Design clock_dff_seq_det, sky130hd; sources not shown.
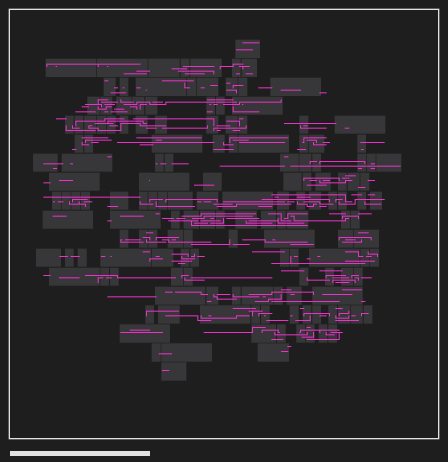
(images/m1.png)
Scale bar: 20 microns.
nets with wire on the layer: 153
main direction: horizontal
share of all routed wire: 49%
wire length on this layer: 880 microns
longest straight run: 16.6 microns
met1 usage: 13.2%
Post-Route WL: 1780 microns
vias: 867

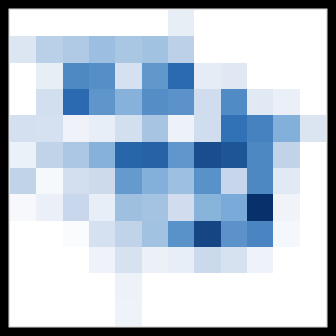
(images/route_heat.png)
12 x 12 tiles, from white (low) to dark blue (high), scaled to the fullest tile. Values are wire area over tile area, all layers added.
densest ninth of the die: center
mean over tiles: 0.074
fullest tile: 0.34
nearly empty tiles: 38%
post-DR wirelength/cell: 9.59 microns
Total GRT Usage: 10.8%

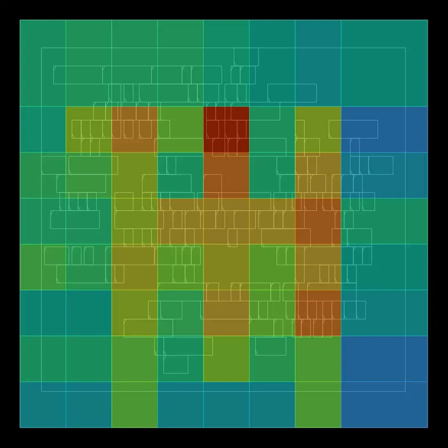
(images/congestion_map.png)
Global Route met3 Usage: 4.40%
fin util: 41.6%

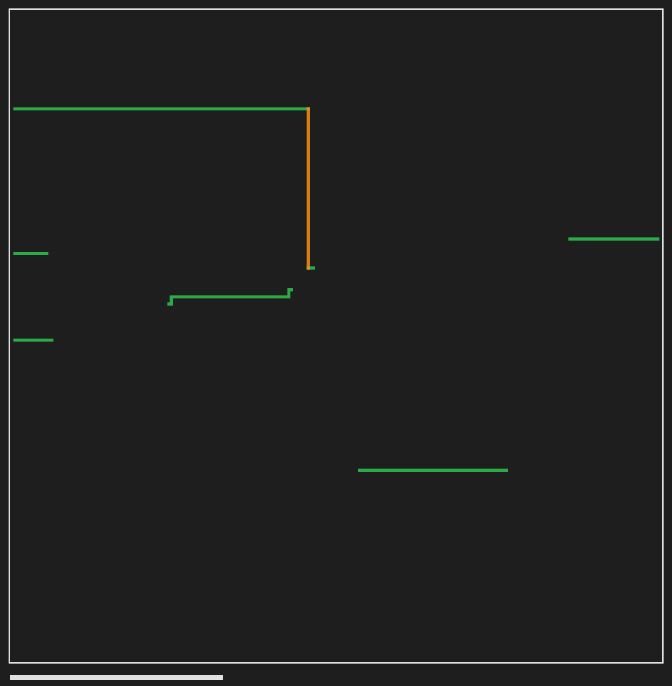
(images/layers.png)
Scale bar: 20 microns. Only two layers are drawn.
| color | layer | wire length |
|---|---|---|
| green | M3 | 69.2 microns |
| orange | M4 | 15.0 microns |

==> reports/metrics.yaml <==
design_area_sq_mm: 0.00118
cts_inserted_buffers: 3
core_sq_mm: 0.00283
drive_gt1_share_pct: 10.3
wl_met1_microns: 880
fin_crit_ps: 2290
syn2layout_area_growth_pct: 9.93
outcome: "complete, no violations"
nets: 164
worstRegToRegCells: 8
drtAntennaViolNets: 0
grt_pass1_wl_microns: 2980
fp_util_pct: 37.9
htree_levels: 1
stdcell_count: 186
synth_cell_types: 24
finalSetupTns_ps: 0
routed.top_layer: "met4"
pwr_density_cell_mw_per_mm2: 347
critPathSlowestCell: "clkdlybuf4s50_1"
clock_buffers: 3
io_buffers: 5
sh_seq_area_pct: 39.1
buffers: 5
endpoint_kind: "output pin"
mi_logic_area_sq_um: 515
slew_violations: 0
num_rows: 19
use_met2_pct: 17.5
fmax_mhz: 437
top_power_group: "sequential cells"
netSwitchingPower_w: 0.0000946
critPathBufInv: 1
layout_top_cell: "nand2_1"
hold_violations: 0
route.met3.wl_microns: 69
adder_share_pct: 4.67
antenna_found_initial: 0
top_logic_kind: "simple AND/OR/NAND/NOR gates"
peakVddDrop_mv: 0.271
critPathKind: "reg2out"
vias_per_cell: 4.66
placed_area_sq_mm: 0.00115
hold_buffers: 0
gr-total-overflow: 0
hold_path_class: "reg2reg"
synthCells: 149
yosysMostFrequentCell: "nand2_1"
clkSinkCount: 23
clock_path_buffers: 2
holdWs_ps: 410
largest_area_cell: "dfxtp_1"
dp_cells: 182
fin_crit_sh_pct: 63.7
syn_area_sq_mm: 0.00107
cp.depth: 1
synthSimpleGateAreaFrac_pct: 29.3
syn_nets: 157
tightest_slew_ps: 652
rsz0062_at_grt: "no"
setup_violations: 0
intPower_w: 0.000314
die_area_sq_mm: 0.00376
clk_latency_ps: 310
nFillCells: 288
critical-path-top-delay-family: "buffers and inverters"
xor_share_pct: 4.09
yosys_cells: 149
cts_tree: "done"
routabilityCongestion: 0.795
ys.flop_type: "dfxtp_1"
p_seq_w: 0.000266
final_cell_mix: "nand2_1, dfxtp_1, inv_1"
